==> config.mk <==
export PLATFORM = sky130hd
export DESIGN_NAME = uart_tx_serializer_flat
export DESIGN_NICKNAME = d
export VERILOG_FILES = /design/src/rtl/uart_pkg.sv /design/src/rtl/uart_tx_serializer_if.sv /design/src/rtl/uart_baud_gen.sv /design/src/rtl/uart_tx_serializer.sv /design/src/flat_wrapper.sv
export SDC_FILE = /design/constraint.sdc
export NUM_CORES = 1
export LEC_CHECK = 0
export ABC_AREA = 1
export CORE_UTILIZATION = 45
export DETAILED_ROUTE_END_ITERATION = 8
export HOLD_SLACK_MARGIN = 0.05
export PLACE_DENSITY = 0.64
export SETUP_SLACK_MARGIN = 0.3
export SYNTH_ARGS = -nofsm -noshare
export SYNTH_HDL_FRONTEND = slang
export SYNTH_SLANG_ARGS = --single-unit
==> constraint.sdc <==
create_clock -name clk -period 3.1 [get_ports clk]
set_input_delay 0.62 -clock clk [delete_from_list [all_inputs] [get_ports clk]]
set_output_delay 0.62 -clock clk [all_outputs]
set_load 0.01 [all_outputs]
==> src/rtl/uart_pkg.sv <==
// Shared UART definitions: transmitter/receiver state encoding and baud divisor math.
package uart_pkg;

  typedef enum logic [1:0] {IDLE, START, DATA, STOP} tx_state_t;

  // Round-to-nearest clock cycles per bit.
  function automatic int calc_baud_div(input int clk_hz, input int baud);
    return (clk_hz + baud / 2) / baud;
  endfunction

endpackage

==> src/rtl/uart_tx_serializer_if.sv <==
// FIFO read handshake, flow control and line/status signals of the UART transmitter.
interface uart_tx_serializer_if;
  logic [7:0] tx_fifo_data;
  logic       tx_fifo_empty;
  logic       tx_fifo_read;
  logic       cts_n;
  logic       uart_tx;
  logic       tx_busy;
  logic       tx_done;

  modport master (
    input  tx_fifo_data, tx_fifo_empty, cts_n,
    output tx_fifo_read, uart_tx, tx_busy, tx_done
  );

  modport slave (
    output tx_fifo_data, tx_fifo_empty, cts_n,
    input  tx_fifo_read, uart_tx, tx_busy, tx_done
  );
endinterface

==> src/rtl/uart_baud_gen.sv <==
// Bit-period counter: bit_end strobes on the last cycle of every BAUD_DIV-cycle bit.
module uart_baud_gen #(
  parameter int BAUD_DIV = 868
) (
  input  logic clk,
  input  logic reset,
  input  logic clear,
  output logic bit_end
);
  localparam int CW = $clog2(BAUD_DIV);
  localparam logic [CW-1:0] LAST = CW'(BAUD_DIV - 1);

  logic [CW-1:0] baud_cnt;

  assign bit_end = (baud_cnt == LAST);

  always_ff @(posedge clk or negedge reset) begin
    if (!reset)                baud_cnt <= '0;
    else if (clear || bit_end) baud_cnt <= '0;
    else                       baud_cnt <= baud_cnt + 1'b1;
  end
endmodule

==> src/rtl/uart_tx_serializer.sv <==
// 8N1/8N2 transmitter fed by a first-word-fall-through FIFO, CTS checked only between bytes.
module uart_tx_serializer
  import uart_pkg::*;
#(
  parameter int CLK_FREQ_HZ = 100_000_000,
  parameter int BAUD_RATE   = 115200,
  parameter int STOP_BITS   = 1
) (
  input  logic                  clk,
  input  logic                  reset,
  uart_tx_serializer_if.master  bus
);
  localparam int BAUD_DIV = calc_baud_div(CLK_FREQ_HZ, BAUD_RATE);

  if (BAUD_DIV < 2) begin : g_bad_div
    $fatal(1, "uart_tx_serializer: BAUD_DIV must be at least 2");
  end
  if (STOP_BITS != 1 && STOP_BITS != 2) begin : g_bad_stop
    $fatal(1, "uart_tx_serializer: STOP_BITS must be 1 or 2");
  end

  tx_state_t  state, state_nxt;
  logic [7:0] shift_reg, shift_nxt;
  logic [2:0] bit_cnt;
  logic       stop_cnt;
  logic [1:0] cts_sync_n;
  logic       line_q, line_nxt;
  logic       done_q, done_nxt;
  logic       pop, bit_end, stop_last, cts_ok, pop_ok;

  uart_baud_gen #(.BAUD_DIV(BAUD_DIV)) u_baud (
    .clk     (clk),
    .reset   (reset),
    .clear   (pop),
    .bit_end (bit_end)
  );

  assign cts_ok    = ~cts_sync_n[1];
  assign pop_ok    = ~bus.tx_fifo_empty & cts_ok;
  assign stop_last = bit_end && (stop_cnt == 1'(STOP_BITS - 1));

  always_comb begin
    state_nxt = state;
    pop       = 1'b0;
    done_nxt  = 1'b0;
    case (state)
      IDLE:  if (pop_ok) begin
               pop       = 1'b1;
               state_nxt = START;
             end
      START: if (bit_end) state_nxt = DATA;
      DATA:  if (bit_end && bit_cnt == 3'd7) state_nxt = STOP;
      STOP:  if (stop_last) begin
               done_nxt  = 1'b1;
               // Byte boundary: chain straight into the next start bit if allowed.
               pop       = pop_ok;
               state_nxt = pop_ok ? START : IDLE;
             end
      default: state_nxt = IDLE;
    endcase

    shift_nxt = shift_reg;
    if (pop)                           shift_nxt = bus.tx_fifo_data;
    else if (state == DATA && bit_end) shift_nxt = {1'b0, shift_reg[7:1]};

    // The line is registered, so it follows the state being entered.
    case (state_nxt)
      START:   line_nxt = 1'b0;
      DATA:    line_nxt = shift_nxt[0];
      default: line_nxt = 1'b1;
    endcase
  end

  always_ff @(posedge clk or negedge reset) begin
    if (!reset) begin
      state      <= IDLE;
      shift_reg  <= '0;
      bit_cnt    <= '0;
      stop_cnt   <= 1'b0;
      cts_sync_n <= 2'b11;
      line_q     <= 1'b1;
      done_q     <= 1'b0;
    end else begin
      state      <= state_nxt;
      shift_reg  <= shift_nxt;
      cts_sync_n <= {cts_sync_n[0], bus.cts_n};
      line_q     <= line_nxt;
      done_q     <= done_nxt;
      if (pop)                           bit_cnt <= '0;
      else if (state == DATA && bit_end) bit_cnt <= bit_cnt + 3'd1;
      if (pop)                           stop_cnt <= 1'b0;
      else if (state == STOP && bit_end) stop_cnt <= ~stop_cnt;
    end
  end

  assign bus.tx_fifo_read = pop;
  assign bus.uart_tx      = line_q;
  assign bus.tx_busy      = (state != IDLE);
  assign bus.tx_done      = done_q;
endmodule

==> src/flat_wrapper.sv <==
// flat-port wrapper written by rule: the top's interface ports become plain ports
module uart_tx_serializer_flat import uart_pkg::*;
#(
  parameter int CLK_FREQ_HZ = 100_000_000,
  parameter int BAUD_RATE   = 115200,
  parameter int STOP_BITS   = 1
)
  (clk, reset, bus_tx_fifo_data, bus_tx_fifo_empty, bus_cts_n, bus_tx_fifo_read, bus_uart_tx, bus_tx_busy, bus_tx_done);
  uart_tx_serializer_if bus_i ();
  input  logic clk;
  input  logic reset;
  input wire logic [$bits(bus_i.tx_fifo_data)-1:0] bus_tx_fifo_data;
  input wire logic [$bits(bus_i.tx_fifo_empty)-1:0] bus_tx_fifo_empty;
  input wire logic [$bits(bus_i.cts_n)-1:0] bus_cts_n;
  output wire logic [$bits(bus_i.tx_fifo_read)-1:0] bus_tx_fifo_read;
  output wire logic [$bits(bus_i.uart_tx)-1:0] bus_uart_tx;
  output wire logic [$bits(bus_i.tx_busy)-1:0] bus_tx_busy;
  output wire logic [$bits(bus_i.tx_done)-1:0] bus_tx_done;
  assign bus_i.tx_fifo_data = bus_tx_fifo_data;
  assign bus_i.tx_fifo_empty = bus_tx_fifo_empty;
  assign bus_i.cts_n = bus_cts_n;
  assign bus_tx_fifo_read = bus_i.tx_fifo_read;
  assign bus_uart_tx = bus_i.uart_tx;
  assign bus_tx_busy = bus_i.tx_busy;
  assign bus_tx_done = bus_i.tx_done;
  uart_tx_serializer #(.CLK_FREQ_HZ(CLK_FREQ_HZ), .BAUD_RATE(BAUD_RATE), .STOP_BITS(STOP_BITS)) u_core (.clk(clk), .reset(reset), .bus(bus_i));
endmodule
==> impl_metrics.tcl <==
# flow metrics
set metrics [dict create \
    setup_repair_after_global_routing_missed_its_margin "false" \
    seq_area_frac_synth 0.456 \
    end_of_the_worst_register_to_register_path "u_core.bit_cnt[2]$_DFFE_PN0P_" \
    cts.reportedPaths.clkPinSlew_ns 0.14 \
    antenna_found_initial 0 \
    critical_path.slowest_cell "sky130_fd_sc_hd__clkdlybuf4s50_1" \
    worst_path_most_repeated_cell "sky130_fd_sc_hd__inv_1" \
    synth.cellmix.compoundShare 0.0138 \
    fmaxAchievable_mhz 421 \
    cp-start-kind "register" \
    synthMostInstantiatedCell "sky130_fd_sc_hd__nand2_1" \
    avg_cell_area_syn_um2 8.53 \
    yosysChipArea_mm2 0.00154 \
    post_synth_instance_area_mm2 0.00154 \
    drive_gt1_frac 0.163 \
    drcViolationCount 0 \
    cts_tree "built" \
    clock_sink_count 28 \
    layout.nets 223 \
    cp_data_arrival_time_ns 1.76 \
    vias_after_detailed_routing 1187 \
    worst_setup_path_end_kind "output pin" \
    reg2regPathDepth 10 \
    run_status "completed" \
    netlist.area_leader.share 0.405 \
    grt_util_met3 0.0192 \
    cpLargestDelayFamily "buffers and inverters" \
    dpl-instance-area_mm2 0.00174 \
    insertion_delay_ns 0.32 \
    worstHoldStart "u_core.cts_sync_n[0]$_DFF_PN1_" \
    post-route-min-period_ns 2.38 \
    cap_violations 0 \
    synthesis.yosys.warnings 0 \
    global_route_layer_with_the_greatest_usage "met2" \
    setup_tns_ns 0 \
    yosys-stat-cells 181 \
    area.sequential_um2 704 \
    critPathRequiredTime_ns 2.48 \
    worstSetupEndpoint "bus_tx_busy" \
]
[area by class of cell]
type | instances | share of cell area
multi-input cells | 126 | 0.402
flip-flops and latches | 28 | 0.391
repair buffers | 20 | 0.106
inverters | 24 | 0.0500
well taps | 44 | 0.0306
clock buffers | 4 | 0.0202
[power by group]
part	switching (mW)	internal (mW)	total [mW]
registers	0.000256	0.368	0.368
clock network	0.106	0.0719	0.178
logic	0.00965	0.0135	0.0232
total	0.116	0.453	0.569
[per-layer routing]
layer / vias up / part of all wire
met4: 0 / 0.010
met5: - / 0
met1: 552 / 0.48
met2: 18 / 0.48
li1: 613 / -
met3: 4 / 0.031
[repair_timing]
item | 4_1_cts | 5_1_grt
setup endpoints to repair | 0 | 1
setup buffers | 0 | 2
resized | 0 | 3
Gate-type map:
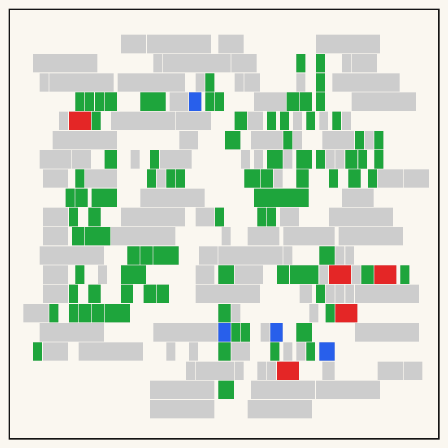
blue -> aoi and oai cells  # cells 4, most used o21ai_0
green -> nand cells  # cells 85, most used nand2_1
red -> xor and xnor cells  # cells 5, most used xor2_1
fraction of area in multi-input gates: 0.402
post-route insts no fill: 246
leading cell type in the layout, fill and taps excluded: sky130_fd_sc_hd__nand2_1

M2 wires:
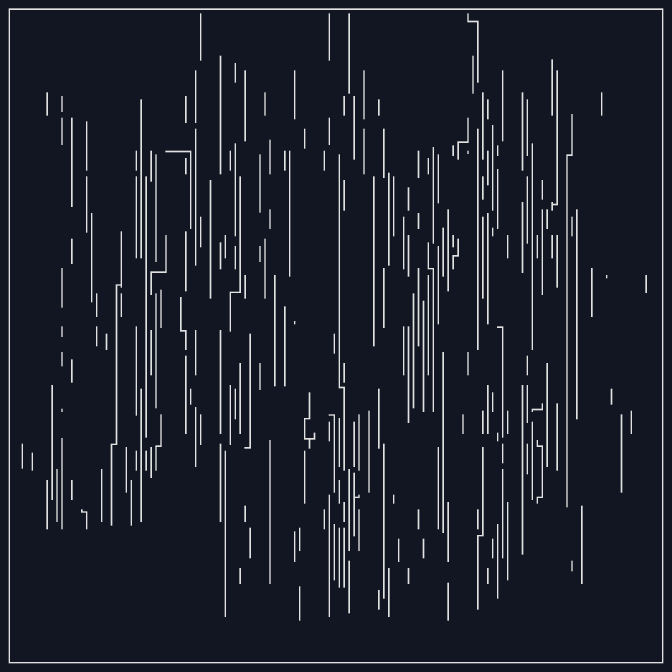
nets with wire on the layer = 170
share of all routed wire = 48%
wire length on this layer = 1290 µm
main direction = vertical

Cell area per tile:
The die is cut into 6 by 6 equal tiles; white is low, dark blue is high, 0 to 100% covered.
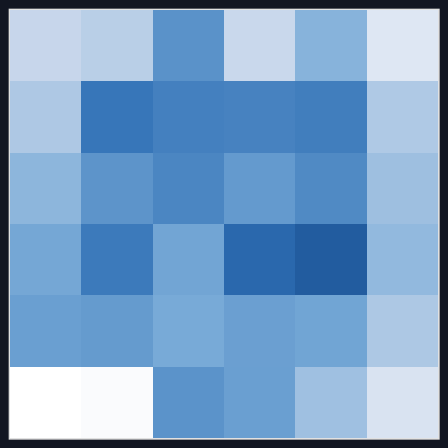
fullest tile = 82%
mean over tiles = 48%
emptiest ninth of the die = bottom left
nearly empty tiles = 2.8%
densest ninth of the die = middle
tiles over 75% full = 5.6%

Routing congestion map:
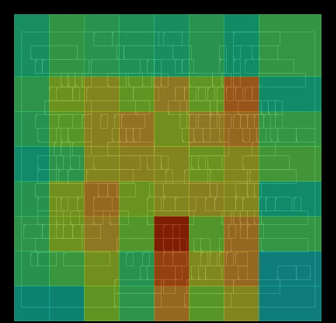
Wirelength per Cell: 10.9 µm
utilization after layout: 0.571
Global Route met1 Usage: 0.204
GRT met2 Usage: 0.297
total global-route track usage: 0.166

